## config.mk

```make
export PLATFORM = sky130hd
export DESIGN_NAME = calc_sequencer
export DESIGN_NICKNAME = d
export VERILOG_FILES = /design/src/rtl/calc_sequencer.sv
export SDC_FILE = /design/constraint.sdc
export NUM_CORES = 1
export LEC_CHECK = 0
export CAP_MARGIN = 40
export CORE_MARGIN = 5
export CORE_UTILIZATION = 48
export CTS_CLUSTER_SIZE = 16
export DETAILED_ROUTE_END_ITERATION = 10
export GPL_TIMING_DRIVEN = 0
export PLACE_DENSITY = 0.78
export SKIP_LAST_GASP = 1
export SLEW_MARGIN = 20
export SYNTH_ARGS = -nofsm -noshare
export SYNTH_HDL_FRONTEND = slang
export SYNTH_SLANG_ARGS = --single-unit
```

## constraint.sdc

```tcl
create_clock -name clk -period 2.3 [get_ports clk]
set_input_delay 0.575 -clock clk [delete_from_list [all_inputs] [get_ports clk]]
set_output_delay 0.575 -clock clk [all_outputs]
set_load 0.01 [all_outputs]
```

## src/rtl/calc_sequencer.sv

```systemverilog
// -----------------------------------------------------------------------------
// calc_sequencer
//
// Purpose:
//   FSM controller for the calculator datapath. It turns debounced button
//   pulses and the mode switches into one-cycle datapath strobes. It handles
//   operand entry, memory read/write, operand capture, ALU result capture and
//   display selection. It also owns the user entry register (keypad_value).
//
//   The datapath memory has a synchronous read, so read data is valid one
//   cycle after 'read'. RD_REQ issues the read and RD_CAP captures the data
//   into op_a or op_b.
//
// Ports:
//   clk             system clock, rising edge
//   rst_n           asynchronous active-low reset
//   buttons_pressed one-cycle pulses: [0]=enter [1]=inc [2]=dec [3]=clear
//   SWITCHES        mode: 00=store 01=recall 10=add 11=recall
//   keypad_value    current entry value
//   addr_cen        addr register captures keypad_value
//   op_a_cen        op_a captures memory read data
//   op_b_cen        op_b captures memory read data
//   result_cen      result captures op_a + op_b
//   read            memory read of mem[addr]
//   write           memory write to mem[addr]
//   write_sel       write data select: 0=keypad_value, 1=result
//   disp_sel        display select: 0=op_a, 1=result
//   idle            high only in IDLE
// -----------------------------------------------------------------------------
module calc_sequencer #(
    parameter int WIDTH = 4
) (
    input  logic             clk,
    input  logic             rst_n,
    input  logic [3:0]       buttons_pressed,
    input  logic [1:0]       SWITCHES,
    output logic [WIDTH-1:0] keypad_value,
    output logic             addr_cen,
    output logic             op_a_cen,
    output logic             op_b_cen,
    output logic             result_cen,
    output logic             read,
    output logic             write,
    output logic             write_sel,
    output logic             disp_sel,
    output logic             idle
);

    // -------------------------------------------------------------------------
    // State encoding
    // -------------------------------------------------------------------------
    localparam logic [2:0] S_IDLE   = 3'd0;
    localparam logic [2:0] S_LATCH  = 3'd1;
    localparam logic [2:0] S_ENTRY  = 3'd2;
    localparam logic [2:0] S_RD_REQ = 3'd3;
    localparam logic [2:0] S_RD_CAP = 3'd4;
    localparam logic [2:0] S_EXEC   = 3'd5;
    localparam logic [2:0] S_WR     = 3'd6;

    localparam logic [1:0] MODE_STORE = 2'b00;
    localparam logic [1:0] MODE_ADD   = 2'b10;

    localparam logic [WIDTH-1:0] KP_ZERO = '0;
    localparam logic [WIDTH-1:0] KP_ONE  = {{(WIDTH-1){1'b0}}, 1'b1};

    // -------------------------------------------------------------------------
    // Registers
    // -------------------------------------------------------------------------
    logic [2:0]       state_reg,    state_next;
    logic [WIDTH-1:0] keypad_reg,   keypad_next;
    logic [1:0]       mode_reg,     mode_next;
    logic [1:0]       step_reg,     step_next;
    logic             disp_sel_reg, disp_sel_next;

    // -------------------------------------------------------------------------
    // Button priority resolution: clear > enter > inc > dec.
    // The requests are reordered so that index 0 is the highest priority. A
    // request wins only when no higher-priority request is present in the
    // same cycle, so at most one winner is asserted.
    // -------------------------------------------------------------------------
    logic [3:0] prio_req;
    logic [3:0] prio_win;

    assign prio_req = {buttons_pressed[2],   // dec   (lowest)
                       buttons_pressed[1],   // inc
                       buttons_pressed[0],   // enter
                       buttons_pressed[3]};  // clear (highest)

    genvar gi;
    generate
        for (gi = 0; gi < 4; gi++) begin : g_prio
            if (gi == 0) begin : g_top
                assign prio_win[gi] = prio_req[gi];
            end else begin : g_rest
                assign prio_win[gi] = prio_req[gi] & ~(|prio_req[gi-1:0]);
            end
        end
    endgenerate

    logic btn_clear, btn_enter, btn_inc, btn_dec;
    assign btn_clear = prio_win[0];
    assign btn_enter = prio_win[1];
    assign btn_inc   = prio_win[2];
    assign btn_dec   = prio_win[3];

    // -------------------------------------------------------------------------
    // Mode decode from the latched mode. SWITCHES is only sampled on the
    // enter that leaves IDLE, so mid-operation switch changes do not matter.
    // -------------------------------------------------------------------------
    logic mode_store, mode_add, mode_recall;
    assign mode_store  = (mode_reg == MODE_STORE);
    assign mode_add    = (mode_reg == MODE_ADD);
    assign mode_recall = mode_reg[0];   // 01 and 11 are both recall

    logic in_wait;
    assign in_wait = (state_reg == S_IDLE) || (state_reg == S_ENTRY);

    // -------------------------------------------------------------------------
    // Next-state logic
    // -------------------------------------------------------------------------
    always_comb begin
        state_next    = state_reg;
        keypad_next   = keypad_reg;
        mode_next     = mode_reg;
        step_next     = step_reg;
        disp_sel_next = disp_sel_reg;

        if (btn_clear) begin
            // Abort from anywhere. Strobes of the current state have already
            // fired. The display selection is intentionally left alone.
            state_next  = S_IDLE;
            keypad_next = KP_ZERO;
            step_next   = 2'd0;
        end else begin
            // Entry edits are allowed only while waiting on the user.
            if (in_wait && btn_inc) begin
                keypad_next = keypad_reg + KP_ONE;
            end else if (in_wait && btn_dec) begin
                keypad_next = keypad_reg - KP_ONE;
            end

            case (state_reg)
                S_IDLE: begin
                    if (btn_enter) begin
                        mode_next  = SWITCHES;
                        step_next  = 2'd0;
                        state_next = S_LATCH;
                    end
                end

                S_LATCH: begin
                    if (mode_store) begin
                        state_next = S_ENTRY;
                    end else if (mode_recall) begin
                        state_next = S_RD_REQ;
                    end else if (step_reg == 2'd2) begin
                        // Both operands are captured and the destination
                        // address is latched, so go compute the sum.
                        state_next = S_EXEC;
                    end else begin
                        state_next = S_RD_REQ;
                    end
                end

                S_ENTRY: begin
                    if (btn_enter) begin
                        // In store mode, enter commits the data value. In add
                        // mode, enter latches the next address.
                        state_next = mode_store ? S_WR : S_LATCH;
                    end
                end

                S_RD_REQ: begin
                    state_next = S_RD_CAP;
                end

                S_RD_CAP: begin
                    if (mode_recall) begin
                        disp_sel_next = 1'b0;
                        state_next    = S_IDLE;
                    end else begin
                        step_next  = step_reg + 2'd1;
                        state_next = S_ENTRY;
                    end
                end

                S_EXEC: begin
                    state_next = S_WR;
                end

                S_WR: begin
                    if (mode_add) begin
                        disp_sel_next = 1'b1;
                    end
                    state_next = S_IDLE;
                end

                default: begin
                    state_next = S_IDLE;
                end
            endcase
        end
    end

    // -------------------------------------------------------------------------
    // State registers
    // -------------------------------------------------------------------------
    always_ff @(posedge clk or negedge rst_n) begin
        if (!rst_n) begin
            state_reg    <= S_IDLE;
            keypad_reg   <= KP_ZERO;
            mode_reg     <= MODE_STORE;
            step_reg     <= 2'd0;
            disp_sel_reg <= 1'b0;
        end else begin
            state_reg    <= state_next;
            keypad_reg   <= keypad_next;
            mode_reg     <= mode_next;
            step_reg     <= step_next;
            disp_sel_reg <= disp_sel_next;
        end
    end

    // -------------------------------------------------------------------------
    // Moore outputs. Each strobe is decoded from the state register only.
    // Each strobe-producing state lasts exactly one cycle, so each strobe is
    // a single-cycle pulse. Because reset forces IDLE asynchronously, the
    // strobes drop immediately when reset asserts.
    // -------------------------------------------------------------------------
    assign keypad_value = keypad_reg;
    assign idle         = (state_reg == S_IDLE);
    assign addr_cen     = (state_reg == S_LATCH);
    assign read         = (state_reg == S_RD_REQ);
    assign op_a_cen     = (state_reg == S_RD_CAP) &&
                          (mode_recall || (mode_add && (step_reg == 2'd0)));
    assign op_b_cen     = (state_reg == S_RD_CAP) && mode_add && (step_reg == 2'd1);
    assign result_cen   = (state_reg == S_EXEC);
    assign write        = (state_reg == S_WR);
    assign write_sel    = (state_reg == S_WR) && mode_add;
    assign disp_sel     = disp_sel_reg;

endmodule
```

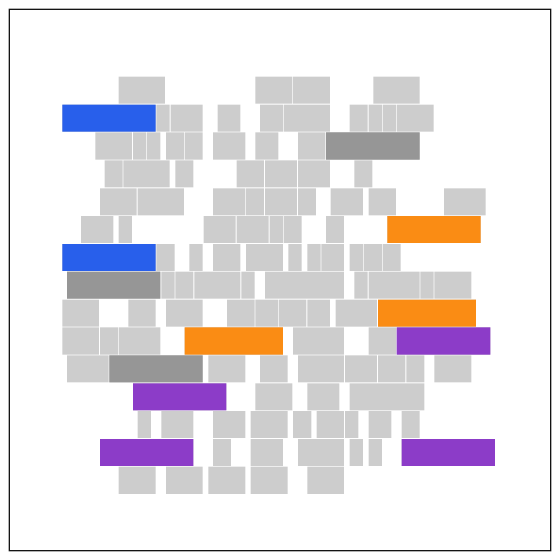
*Sequential cells colored by netlist name, run 1*
Other sequential cells in the stronger gray, the rest of the logic in the fainter gray.
legend:
  step_reg:
    color: blue
    placed_flops: 2
  keypad_value:
    color: purple
    placed_flops: 4
  state_reg:
    color: orange
    placed_flops: 3
not colored: 3

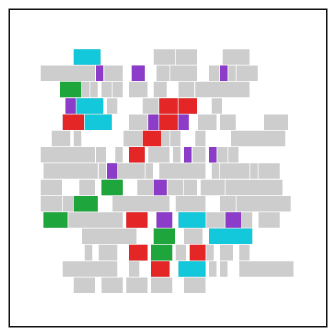
*Selected gate families, run 1*
legend:
  mux cells:
    color: green
    cells: 6
    most_used: mux2i_1
  fa/ha/maj cells:
    color: cyan
    cells: 6
    most_used: ha_1
  nand cells:
    color: purple
    cells: 12
  non-inverting ao/oa cells:
    color: red
    cells: 10

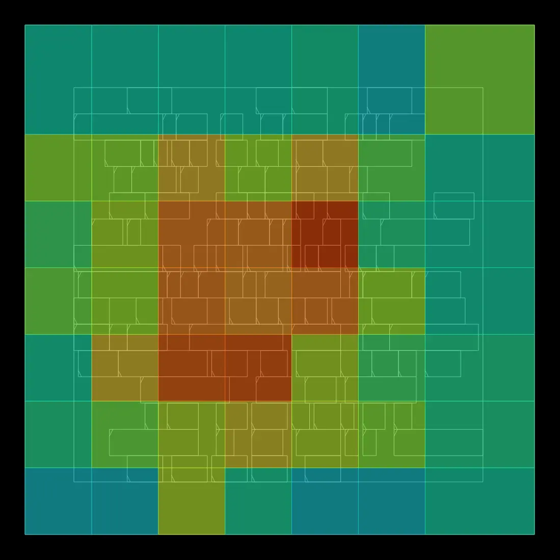
*Routing congestion, run 1*
global routing usage summed across all routing layers: 0.160
met3 global-route usage: 0.0598
met2 layer usage reported by global route: 0.260
GR peak layer: met2
average wire per cell in the routed design: 12.9 microns

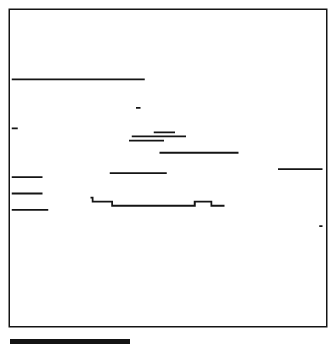
*Metal 3, run 1*
Scale bar: 20 microns.
share of all routed wire: 5.9%
nets with wire on the layer: 13
wire length on this layer: 110 microns
longest straight run: 21.8 microns

==> impl_metrics.env, run 1 <==
# source this file to load flow results
export IMPL_run_status="finished clean"
export IMPL_min_period_ns=2.21
export IMPL_logic_family="simple AND/OR/NAND/NOR gates"
export IMPL_synth_area_leader_cell="sky130_fd_sc_hd__dfrtp_1"
export IMPL_finalInstanceArea_sq_um=1160
export IMPL_drcViolationCount=0
export IMPL_grt_setup_unrepaired="yes"
export IMPL_synthXorXnorAreaFrac=0.0200
export IMPL_cts_htree_levels=1
export IMPL_worst_clock_skew_ns=0.00220
export IMPL_type_of_the_worst_setup_path="register to output pin"
export IMPL_cts_stage_hold_buffer_count=0
export IMPL_rr_startpoint="state_reg[0]$_DFFE_PN0P_"
export IMPL_fin_util=0.673
export IMPL_max_clock_freq_mhz=453
export IMPL_drt_pass1_iter_count=4
export IMPL_static_leakage_power_nw=0.538
export IMPL_dp_hpwl_mm=1.45
export IMPL_register_area_sq_um=303
export IMPL_power_density_nw_per_um2=669
export IMPL_die_w_microns=52.7
[run 1: worst max-delay path, delay by kind of cell, from the launching register on]
kind,cells,cell delay [ns]
simple gates,1,0.17
buf+inv,2,0.75
flops,1,0.43
[run 1: final cells by class]
cell class	count	area share
multi-input cells	69	0.449
inverters	8	0.0258
flip-flops and latches	12	0.260
plain buffers	5	0.0366
well taps	25	0.0269
clock buffers	4	0.0312
repair buffers	20	0.170
[run 1: stage by stage]
| stage | instances | total power [mW] | TNS [ns] | hold slack, ns |
|---|---|---|---|---|
| 2_1_floorplan | 94 | 0.486 | 0 | 0.279 |
| 3_3_place_gp | 138 | 0.600 | -0.399 | 0.518 |
| 3_5_place_dp | 138 | 0.607 | -0.418 | 0.522 |
| 4_1_cts | 143 | 0.779 | -0.0635 | 0.542 |
| 5_1_grt | 143 | 0.832 | -0.00903 | 0.561 |
| 6_report | 143 | 0.778 | 0 | 0.540 |
[run 1: cell usage in the layout (no fill, tap or decap), types with 2 or more instances in the layout]
master and n:
sky130_fd_sc_hd__a211o_1 2, sky130_fd_sc_hd__a21o_1 2, sky130_fd_sc_hd__a21oi_1 3, sky130_fd_sc_hd__buf_4 2
sky130_fd_sc_hd__buf_6 2, sky130_fd_sc_hd__clkbuf_4 4, sky130_fd_sc_hd__clkdlybuf4s50_1 13, sky130_fd_sc_hd__dfrtp_1 10
sky130_fd_sc_hd__dfrtp_2 2, sky130_fd_sc_hd__dlygate4sd2_1 4, sky130_fd_sc_hd__dlymetal6s2s_1 2, sky130_fd_sc_hd__ha_1 5
sky130_fd_sc_hd__inv_1 7, sky130_fd_sc_hd__mux2_1 2, sky130_fd_sc_hd__mux2i_1 4, sky130_fd_sc_hd__nand2_1 4
sky130_fd_sc_hd__nand3_1 4, sky130_fd_sc_hd__nand3b_1 2, sky130_fd_sc_hd__nor2_1 7, sky130_fd_sc_hd__nor3_1 6
sky130_fd_sc_hd__o21ai_1 5
[run 1: metal layers]
layer	part of all wire	vias to the layer above	wire length, microns
met1	0.43	360	796
met5	0	-	0
met3	0.059	2	109
met2	0.50	22	925
li1	-	381	-
met4	0.0087	0	16
[run 1: path summary, 6_finish.rpt]
| check | endpoint | slack, ns | depth (start not counted) |
|---|---|---|---|
| setup / recovery | write | 0.09 | 3 |
| hold / removal | disp_sel$_DFFE_PN0P_ | 0.54 | 1 |
| setup reg to reg | keypad_value[3]$_DFFE_PN0P_ | 0.35 | 7 |
| hold reg to reg | disp_sel$_DFFE_PN0P_ | 0.54 | 1 |
| max in group asynchronous | state_reg[0]$_DFFE_PN0P_ | 1.27 | 1 |
| min in group asynchronous | keypad_value[0]$_DFFE_PN0P_ | 0.64 | 1 |
[run 1: report_power, final]
group / leakage, nW / switching, mW / internal (mW)
Clock: 0.0210 / 0.0707 / 0.0965
Sequential: 0.151 / 0.0541 / 0.253
Combinational: 0.366 / 0.140 / 0.164
[run 1: logic make-up (layout without fill, tap and decap cells)]
group / after synthesis / in the layout
simple gates: 33 / 33
compound gates: 22 / 22
buf+inv: 13 / 37
flops: 12 / 12
fa+ha+maj: 6 / 6
mux: 6 / 6
xor+xnor: 2 / 2
## Run 2: what changed since run 1
--- a/config.mk
+++ b/config.mk
@@ -6,12 +6,14 @@
 export NUM_CORES = 1
 export LEC_CHECK = 0
 export CAP_MARGIN = 40
+export CELL_PAD_IN_SITES_DETAIL_PLACEMENT = 1
+export CELL_PAD_IN_SITES_GLOBAL_PLACEMENT = 1
 export CORE_MARGIN = 5
-export CORE_UTILIZATION = 48
+export CORE_UTILIZATION = 36
 export CTS_CLUSTER_SIZE = 16
 export DETAILED_ROUTE_END_ITERATION = 10
 export GPL_TIMING_DRIVEN = 0
-export PLACE_DENSITY = 0.78
+export PLACE_DENSITY_LB_ADDON = 0.1
 export SKIP_LAST_GASP = 1
 export SLEW_MARGIN = 20
 export SYNTH_ARGS = -nofsm -noshare
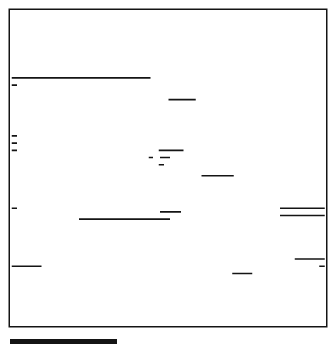
*Metal 3, run 2*
Scale bar: 20 microns.
wire length on this layer: 98.2 microns
longest straight run: 25.8 microns
nets with wire on the layer: 15

==> run 2 against run 1 <==
Effect of this change:
- non-clock buffer count is the same
- clock-buffer cell count is the same
- maximum frequency shrank 0.38%
- critical path type unchanged
- critical path depth grew 2
- area after synthesis is the same
- largest power group is now combinational cells
==> impl_metrics.env, run 2 <==
# source this file to load flow results
export IMPL_timing_hold_violations_final=0
export IMPL_dieArea_sq_um=3520
export IMPL_clock_sink_count=12
export IMPL_yosysUniqueCellTypes=37
export IMPL_via_count_of_the_first_global_routing_pass=889
export IMPL_grt_setup_unrepaired="yes"
export IMPL_grt_util_all_layers=0.156
export IMPL_totalWireLength_mm=2.41
export IMPL_power_density_nw_per_um2=686
export IMPL_synth_area_leader_cell="sky130_fd_sc_hd__dfrtp_1"
export IMPL_synthesis_instances=94
export IMPL_lay_top_cells="sky130_fd_sc_hd__clkdlybuf4s50_1, sky130_fd_sc_hd__dfrtp_1, sky130_fd_sc_hd__inv_1"
export IMPL_type_of_the_worst_setup_path="register to output pin"
export IMPL_cts_stage_hold_buffer_count=0
export IMPL_grt_overflow=0
export IMPL_worstPathRequired_ns=1.73
export IMPL_drt_pass1_iter_count=4
export IMPL_die_w_microns=59.3
export IMPL_placedCellCount=141
export IMPL_run_status="finished clean"
export IMPL_synthesis_nets=108
export IMPL_drcViolationCount=0
export IMPL_most_numerous_logic_cell_after_layout="sky130_fd_sc_hd__clkdlybuf4s50_1"
export IMPL_static_leakage_power_nw=0.549
export IMPL_area_leaders="sky130_fd_sc_hd__dfrtp_1, sky130_fd_sc_hd__ha_1, sky130_fd_sc_hd__mux2i_1"
export IMPL_final_cell_count_without_fillers=146
export IMPL_tritoncts="yes"
export IMPL_max_clock_freq_mhz=451
export IMPL_timing_final_crit_share=0.964
export IMPL_final_nets=133
export IMPL_yosys_stat_seqShare=0.343
export IMPL_worst_hold_check_slack_ns=0.543
export IMPL_worst_clock_skew_ns=0.00625
export IMPL_routed_via_density=5.58
export IMPL_wl_per_cell_microns=16.5
export IMPL_cts_buffers_inserted=3
export IMPL_cts_htree_levels=1
export IMPL_finalSetupViolations=0
export IMPL_postSynth_asyncResetShare=1.00
export IMPL_worstMarginPinSlew_ns=0.609
export IMPL_flop_cell="sky130_fd_sc_hd__dfrtp_1"
export IMPL_min_period_ns=2.22
export IMPL_dp_hpwl_mm=1.82
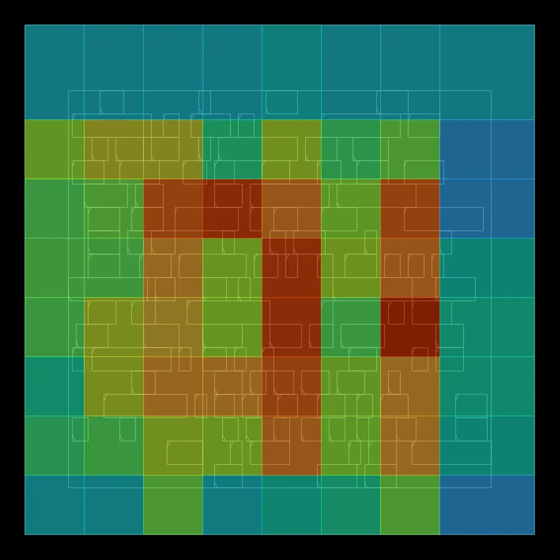
*Routing congestion, run 2*
met3 global-route usage: 0.0479
final core utilization: 0.512

## run 2: power by group
| part | switching (mW) | leakage (nW) | internal [mW] |
|---|---|---|---|
| clock network | 0.0820 | 0.0210 | 0.0966 |
| logic | 0.147 | 0.377 | 0.164 |
| registers | 0.0564 | 0.151 | 0.253 |
| total | 0.286 | 0.549 | 0.513 |
## run 2: worst max-delay path, cell delays in order (launching register included)
cell and delay, ns:
sky130_fd_sc_hd__dfrtp_1 0.34, sky130_fd_sc_hd__buf_6 0.14, sky130_fd_sc_hd__nor2b_4 0.19, sky130_fd_sc_hd__nand2_1 0.10, sky130_fd_sc_hd__inv_1 0.06, sky130_fd_sc_hd__clkdlybuf4s50_1 0.52
## run 2: path summary, 6_finish.rpt
check,start,to,slack (ns),cells past startpoint
min in group asynchronous,rst_n,disp_sel$_DFFE_PN0P_,0.66,1
worst max-delay path,state_reg[2]$_DFFE_PN0P_,result_cen,0.08,5
max in group asynchronous,rst_n,state_reg[0]$_DFFE_PN0P_,1.20,1
worst min-delay path,disp_sel$_DFFE_PN0P_,disp_sel$_DFFE_PN0P_,0.54,1
worst min register to register,disp_sel$_DFFE_PN0P_,disp_sel$_DFFE_PN0P_,0.54,1
worst max register to register,state_reg[0]$_DFFE_PN0P_,keypad_value[3]$_DFFE_PN0P_,0.29,7
## run 2: stage by stage
step	power (mW)	TNS [ns]	area [sq um]	setup slack (ns)	utilization
finish	0.799	0	1160	0.0832	0.512
floorplan	0.486	0	876	0.0648	-
detailed placement	0.618	-0.575	1100	-0.518	0.484
global placement	0.607	-0.435	1100	-0.435	0.484
global route	0.858	-0.0387	1160	-0.0387	0.512
CTS	0.808	0	1150	0.00976	0.506
## run 2: layout make-up
type	instances	area (sq um)	share of cell area
inverter	8	30.0	0.0258
sequential	12	303	0.260
tap	28	35.0	0.0301
multi-input combinational	69	522	0.448
buffer	5	42.5	0.0365
clock buffer	4	36.3	0.0311
timing repair buffer	20	196	0.169
## run 2: metal layers
metal / GRT usage / up-vias / wire length [microns]
met5: 0 / - / 0
met4: 0.0680 / 0 / 58
met3: 0.0479 / 9 / 98
met2: 0.259 / 22 / 1200
met1: 0.182 / 405 / 1050
li1: - / 378 / -
## run 2: repair_timing
action	in CTS	in global routing
buffers inserted	1	0
pin swaps	1	0
setup endpoints to repair	7	4
resized	10	5
## run 2: kinds of logic (layout without fill, tap and decap cells)
logic type / Yosys count / after routing / synth area share
AOI/OAI and AO/OA: 22 / 22 / 0.181
xor gates and xnor gates: 2 / 2 / 0.0200
adders and majority gates: 6 / 6 / 0.0943
buffers and inverters: 13 / 37 / 0.0771
DFF: 12 / 12 / 0.343
muxes: 6 / 6 / 0.0714
and+or+nand+nor: 33 / 33 / 0.213
Power and IR drop assume default switching activity.
